--- src/rtl/conv_enc_pkg.sv ---
// conv_enc_pkg: shared constants, FSM encoding and config check for conv_encoder_param.
// Rev 1.0
`default_nettype none

package conv_enc_pkg;

   localparam int K_MAX_DEF = 9;
   localparam int N_MAX_DEF = 3;

   typedef enum logic [2:0] {
      S_IDLE  = 3'd0,
      S_ENC   = 3'd1,
      S_FLUSH = 3'd2,
      S_TBL   = 3'd3,
      S_DRAIN = 3'd4
   } enc_state_t;

   function automatic logic cfg_legal(input logic [3:0] k, input logic [1:0] n,
                                      input int k_max, input int n_max);
      return (int'(k) >= 3) && (int'(k) <= k_max) && (int'(n) >= 2) && (int'(n) <= n_max);
   endfunction

endpackage

`default_nettype wire

--- src/rtl/conv_branch_calc.sv ---
// conv_branch_calc: combinational trellis branch (next state and codeword) for one input bit.
// Rev 1.0
`default_nettype none

module conv_branch_calc #(
   parameter int K_MAX = 9,
   parameter int N_MAX = 3
) (
   input  logic [K_MAX-2:0]       state,
   input  logic                   b,
   input  logic [N_MAX*K_MAX-1:0] polys,
   input  logic [3:0]             cfg_k,
   input  logic [1:0]             cfg_n,
   output logic [K_MAX-2:0]       nxt,
   output logic [N_MAX-1:0]       code
);

   logic [K_MAX-1:0] win;
   logic [K_MAX-1:0] kmask;

   always_comb begin
      win   = {state, b};
      kmask = '0;
      for (int i = 0; i < K_MAX; i++) begin
         kmask[i] = (i < int'(cfg_k));
      end
      // kmask shifted down by one keeps exactly the low K-1 state bits
      nxt  = win[K_MAX-2:0] & kmask[K_MAX-1:1];
      code = '0;
      for (int j = 0; j < N_MAX; j++) begin
         if (j < int'(cfg_n)) begin
            code[j] = ^(win & kmask & polys[j*K_MAX +: K_MAX]);
         end
      end
   end

endmodule

`default_nettype wire

--- src/rtl/conv_encoder_param.sv ---
// conv_encoder_param: runtime-configurable rate-1/N convolutional encoder and trellis table generator.
// Rev 1.0
`default_nettype none

module conv_encoder_param #(
   parameter int K_MAX = conv_enc_pkg::K_MAX_DEF,
   parameter int N_MAX = conv_enc_pkg::N_MAX_DEF
) (
   input  logic                   clk,
   input  logic                   rst,
   input  logic                   en_c,
   input  logic                   mode_sel,
   input  logic [3:0]             cfg_k,
   input  logic [1:0]             cfg_n,
   input  logic                   term_en,
   input  logic [N_MAX*K_MAX-1:0] gen_poly,
   input  logic                   i_valid,
   output logic                   i_ready,
   input  logic                   i_bit,
   input  logic                   i_last,
   output logic                   o_valid,
   input  logic                   o_ready,
   output logic [N_MAX-1:0]       o_code,
   output logic                   o_last,
   output logic [K_MAX-2:0]       tbl_state,
   output logic [K_MAX-2:0]       tbl_nxt0,
   output logic [K_MAX-2:0]       tbl_nxt1,
   output logic [N_MAX-1:0]       tbl_code0,
   output logic [N_MAX-1:0]       tbl_code1,
   output logic                   busy,
   output logic                   cfg_err
);

   import conv_enc_pkg::*;

   localparam int SW = K_MAX - 1;

   enc_state_t st, st_nxt;

   logic                   term_r;
   logic [3:0]             k_r;
   logic [1:0]             n_r;
   logic [N_MAX*K_MAX-1:0] poly_r;
   logic [SW-1:0]          sreg, cnt, calc_state, nxt0, nxt1;
   logic [N_MAX-1:0]       code0, code1;
   logic                   adv, legal, start_ok, start_bad;
   logic                   enc_fire, flush_fire, tbl_fire, flush_last, tbl_last;

   assign legal      = cfg_legal(cfg_k, cfg_n, K_MAX, N_MAX);
   assign adv        = !o_valid || o_ready;
   assign start_ok   = (st == S_IDLE) && en_c && legal;
   assign start_bad  = (st == S_IDLE) && en_c && !legal;
   assign enc_fire   = (st == S_ENC) && adv && i_valid;
   assign flush_fire = (st == S_FLUSH) && adv;
   assign tbl_fire   = (st == S_TBL) && adv;
   assign flush_last = (int'(cnt) == int'(k_r) - 2);
   assign tbl_last   = (int'(cnt) == ((1 << (int'(k_r) - 1)) - 1));
   assign i_ready    = (st == S_ENC) && adv;
   assign busy       = (st != S_IDLE);

   // The table walk reuses the same two branch calculators, indexed by the entry counter
   assign calc_state = (st == S_TBL) ? cnt : sreg;

   conv_branch_calc #(.K_MAX(K_MAX), .N_MAX(N_MAX)) u_br0 (
      .state(calc_state), .b(1'b0), .polys(poly_r), .cfg_k(k_r), .cfg_n(n_r),
      .nxt(nxt0), .code(code0)
   );

   conv_branch_calc #(.K_MAX(K_MAX), .N_MAX(N_MAX)) u_br1 (
      .state(calc_state), .b(1'b1), .polys(poly_r), .cfg_k(k_r), .cfg_n(n_r),
      .nxt(nxt1), .code(code1)
   );

   always_ff @(posedge clk or negedge rst) begin
      if (!rst) st <= S_IDLE;
      else      st <= st_nxt;
   end

   always_comb begin
      st_nxt = st;
      case (st)
         S_IDLE:  if (start_ok) st_nxt = mode_sel ? S_TBL : S_ENC;
         S_ENC:   if (enc_fire && i_last) st_nxt = term_r ? S_FLUSH : S_DRAIN;
         S_FLUSH: if (flush_fire && flush_last) st_nxt = S_DRAIN;
         S_TBL:   if (tbl_fire && tbl_last) st_nxt = S_DRAIN;
         S_DRAIN: if (!o_valid) st_nxt = S_IDLE;
         default: st_nxt = S_IDLE;
      endcase
   end

   always_ff @(posedge clk or negedge rst) begin
      if (!rst) begin
         term_r    <= 1'b0;
         k_r       <= '0;
         n_r       <= '0;
         poly_r    <= '0;
         sreg      <= '0;
         cnt       <= '0;
         cfg_err   <= 1'b0;
         o_valid   <= 1'b0;
         o_code    <= '0;
         o_last    <= 1'b0;
         tbl_state <= '0;
         tbl_nxt0  <= '0;
         tbl_nxt1  <= '0;
         tbl_code0 <= '0;
         tbl_code1 <= '0;
      end else begin
         if (start_bad) cfg_err <= 1'b1;
         if (start_ok) begin
            cfg_err <= 1'b0;
            term_r  <= term_en;
            k_r     <= cfg_k;
            n_r     <= cfg_n;
            poly_r  <= gen_poly;
            sreg    <= '0;
            cnt     <= '0;
         end
         if (enc_fire) begin
            o_valid <= 1'b1;
            o_code  <= i_bit ? code1 : code0;
            o_last  <= i_last && !term_r;
            sreg    <= i_bit ? nxt1 : nxt0;
         end else if (flush_fire) begin
            o_valid <= 1'b1;
            o_code  <= code0;
            o_last  <= flush_last;
            sreg    <= nxt0;
            cnt     <= cnt + SW'(1);
         end else if (tbl_fire) begin
            o_valid   <= 1'b1;
            o_code    <= '0;
            o_last    <= tbl_last;
            tbl_state <= cnt;
            tbl_nxt0  <= nxt0;
            tbl_nxt1  <= nxt1;
            tbl_code0 <= code0;
            tbl_code1 <= code1;
            cnt       <= cnt + SW'(1);
         end else if (o_valid && o_ready) begin
            o_valid <= 1'b0;
            o_code  <= '0;
            o_last  <= 1'b0;
         end
      end
   end

endmodule

`default_nettype wire

--- config.mk ---
export PLATFORM = sky130hd
export DESIGN_NAME = conv_encoder_param
export DESIGN_NICKNAME = d
export VERILOG_FILES = /design/src/rtl/conv_enc_pkg.sv /design/src/rtl/conv_branch_calc.sv /design/src/rtl/conv_encoder_param.sv
export SDC_FILE = /design/constraint.sdc
export NUM_CORES = 1
export LEC_CHECK = 0
export ABC_CLOCK_PERIOD_IN_PS = 9400
export CORE_MARGIN = 5
export CORE_UTILIZATION = 58
export CTS_BUF_LIST = sky130_fd_sc_hd__clkbuf_8 sky130_fd_sc_hd__clkbuf_16
export CTS_CLUSTER_DIAMETER = 200
export CTS_CLUSTER_SIZE = 14
export DETAILED_ROUTE_END_ITERATION = 12
export PLACE_DENSITY = 0.86
export SYNTH_ARGS = -nofsm -noshare
export SYNTH_HDL_FRONTEND = slang
export SYNTH_SLANG_ARGS = --single-unit
--- constraint.sdc ---
create_clock -name clk -period 9.4 [get_ports clk]
set_input_delay 1.41 -clock clk [delete_from_list [all_inputs] [get_ports clk]]
set_output_delay 1.41 -clock clk [all_outputs]
set_load 0.005 [all_outputs]
==> run_1/met2.png <==
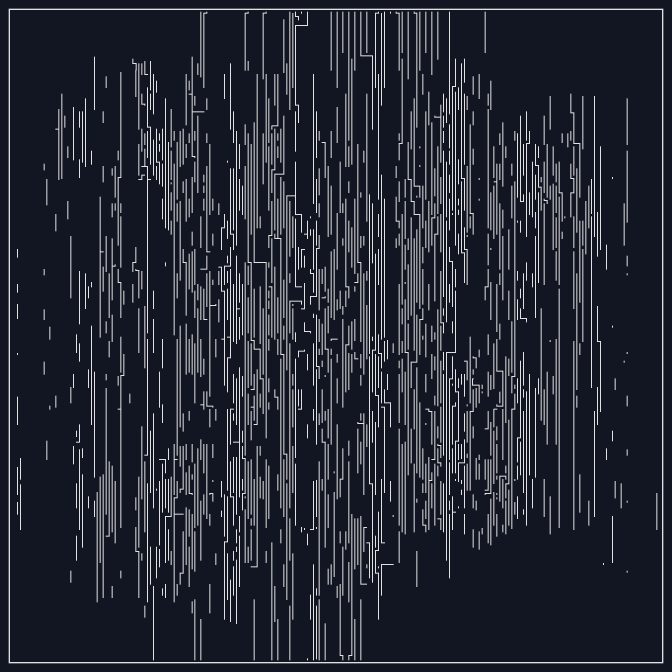
537 nets have wire on it. The wires run mostly vertical. The layer holds 50% of the routed length. The longest straight run is 37.1 um.

==> run_1/final_congestion.png <==
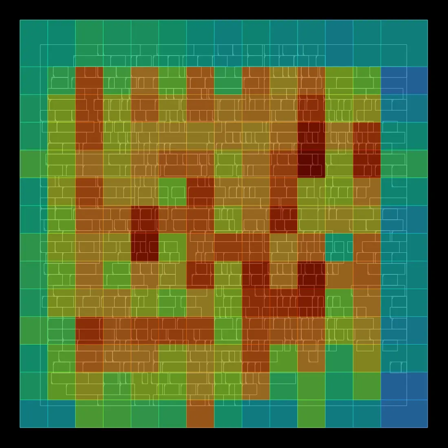
Top Usage Layer GRT: met2
DR WL/cell: 18.7 um

==> run_1/density.png <==
The die is cut into 10 by 10 equal tiles; white is low, dark blue is high, 0 to 100% covered.
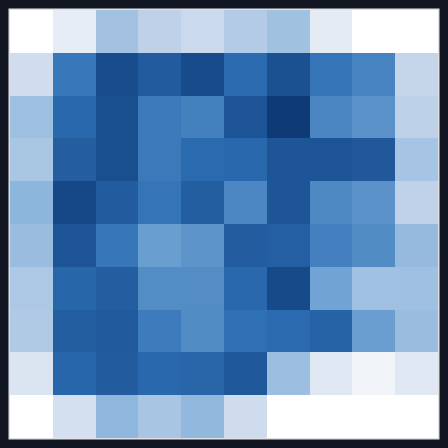
The emptiest ninth of the die: bottom right. The densest ninth of the die: middle. 36% of the tiles are over 75% full. The fullest tile reaches 96%.

==> impl_metrics.yaml, run 1 <==
# yosys + openroad results
status:
  status: "complete, no violations"
synth:
  postSynthAreaPerCell_um2: 9.85
  postSynthSeqShare: 0.419
  fp_nets: 542
  ys_async_sr_fraction: 1.00
  synth_xor_xnor_area_share: 0.0248
  yosys.area.top_type: "dfrtp_1"
  ys_warn_count: 0
  ys.flop_type: "dfrtp_1"
  mux_share: 0.102
  topCellsByArea: "dfrtp_1 (42%), mux2_2 (9.1%), nand2_1 (4.7%)"
die:
  num_rows: 33
  die_w_um: 101
sta:
  grt_setup_unrepaired: "no"
  worst_slew_pin_slew_ns: 1.01
  fin_setup_tns_ns: 0
  hold_viol: 0
  min_period_over_period: 0.458
layout:
  largest_cell_class: "combinational gates"
  fin_cells: 660
  antenna_cells: 0
  seq_cell_count: 81
  regArea_um2: 2030
  design_area_um2: 5770
  clock_buffers: 10
  buffers: 79
  seq-cell-share: 0.351
  fillers: 605
  drive_above_1_share: 0.133
grt:
  use_met2: 0.408
  grt_pass1_wl_mm: 19.9
  grt_start_max_net_pins: 82
setup_path:
  worstSetupEndpoint: "st[0]$_DFFE_PN0P_"
  crit_path_max_fanout: 15
  reg2reg_slack_ns: 5.09
  cp-startpoint: "k_r[0]$_DFFE_PN0P_"
  worstSetupPathType: "reg2reg"
  slowest_stage: "dfrtp_1"
pwr:
  p_sw_frac: 0.297
  p_seq_frac: 0.510
detailed_routing:
  met3_length_um: 787
  viasPerCell: 6.43
  via_count: 4241
  dr.pass1.iters: 6
placement:
  gp_congestion: 0.883
min_path:
  hp-start: "tbl_code0[2]$_DFFE_PN0P_"
job:
  drv_cap: 0
clock_tree:
  cts_max_level: 3
  clk_latency_ns: 0.37
==> inputs of run 2 (changes only) <==
ABC_CLOCK_PERIOD_IN_PS = 3800   (was 9400)
CORE_UTILIZATION = 49   (was 58)
PLACE_DENSITY = 0.77   (was 0.86)
clock period = 3.8 ns   (was 9.4 ns; I/O delays follow)
==> run_2/gate_families.png <==
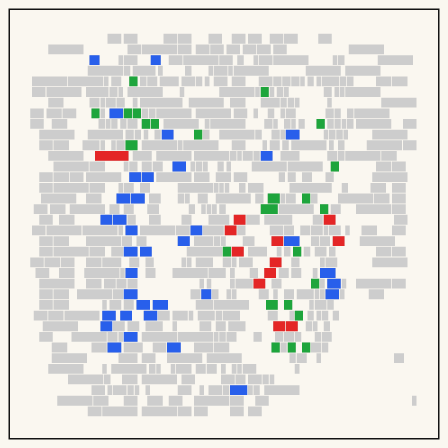
Key: green = AND and OR gates [cells 24, most used and3_1]; blue = AND-OR and OR-AND gates [cells 35]; red = XOR/XNOR gates [cells 12, most used xnor2_1, where middle]

==> run 2 against run 1 <==
Compared with the run above:
- via count shrank 0.35%
- sequential power grew 150%
- wire length is 4.0% higher
- first-iteration DRC count fell by 28%
- synthesized cell count did not move
- non-clock buffer count rose by 7
- combinational power grew 150%
- die area increased by 16%
- register-to-register slack got worse by 4.7 ns
- cell area up 2.2%
- largest power group unchanged
- highest routed layer unchanged
==> impl_metrics.yaml, run 2 <==
# yosys + openroad results
synth:
  fa_ha_area_frac: 0.0253
  postSynthSeqShare: 0.419
  topCellsByArea: "dfrtp_1 (42%), mux2_2 (9.1%), nand2_1 (4.7%)"
  yosys.area.top_type: "dfrtp_1"
  yosys_area_um2: 4840
  mux_share: 0.102
  synthTopCellsByCount: "dfrtp_1 (81), nand2_1 (60), mux2_2 (39), o21ai_0 (38), nor2_1 (24)"
  fp_nets: 542
  ys_async_sr_fraction: 1.00
  ys.flop_type: "dfrtp_1"
  synth_xor_xnor_area_share: 0.0248
  postSynthAreaPerCell_um2: 9.85
  ys_warn_count: 0
detailed_routing:
  met3_length_um: 660
  dr.pass1.iters: 5
  drc_errors: 0
  via_count: 4226
  avgRoutedWirePerCell_um: 18.5
  drt_wl_total_mm: 12.9
layout:
  regArea_um2: 2030
  largest_reg_flops: 27
  seq-cell-share: 0.344
  seq_cell_count: 81
  antenna_cells: 0
  buffers: 86
  largest_cell_class: "combinational gates"
  fillers: 820
  drive_above_1_share: 0.143
  clock_buffers: 10
  fin_cells: 694
  design_area_um2: 5890
setup_path:
  reg2reg_slack_ns: 0.38
  path_cells: "inv_1, ha_1, nand2b_1, xnor2_1, nor2_1, nand2_1, ha_1, inv_1, o2111a_1, a221o_1, xor2_1, nor4_1, buf_4, o21ai_0"
  worstSetupPathType: "reg2reg"
  slowest_stage: "dfrtp_1"
  crit_required_ns: 4.05
  cp.arrival_ns: 3.67
  crit_path_max_fanout: 10
  worstSetupEndpoint: "st[0]$_DFFE_PN0P_"
grt:
  use_met2: 0.379
  grt-busiest-layer: "met2"
  grt_pass1_wl_mm: 20.6
  grt_start_max_net_pins: 82
job:
  drv_cap: 0
die:
  taps: 133
  die_w_um: 109
  die_area_um2: 12000
sta:
  worst_slew_pin_slew_ns: 1.05
  fin_setup_tns_ns: 0
  grt_setup_unrepaired: "no"
  min_period_over_period: 0.900
  hold_viol: 0
clock_tree:
  clk_latency_ns: 0.37
  cts_max_level: 3
pwr:
  p_seq_frac: 0.483
  p_sw_frac: 0.271
status:
  status: "complete, no violations"
placement:
  gp_congestion: 0.886
Power figures rest on the tool's default switching activity, not on a simulated workload.
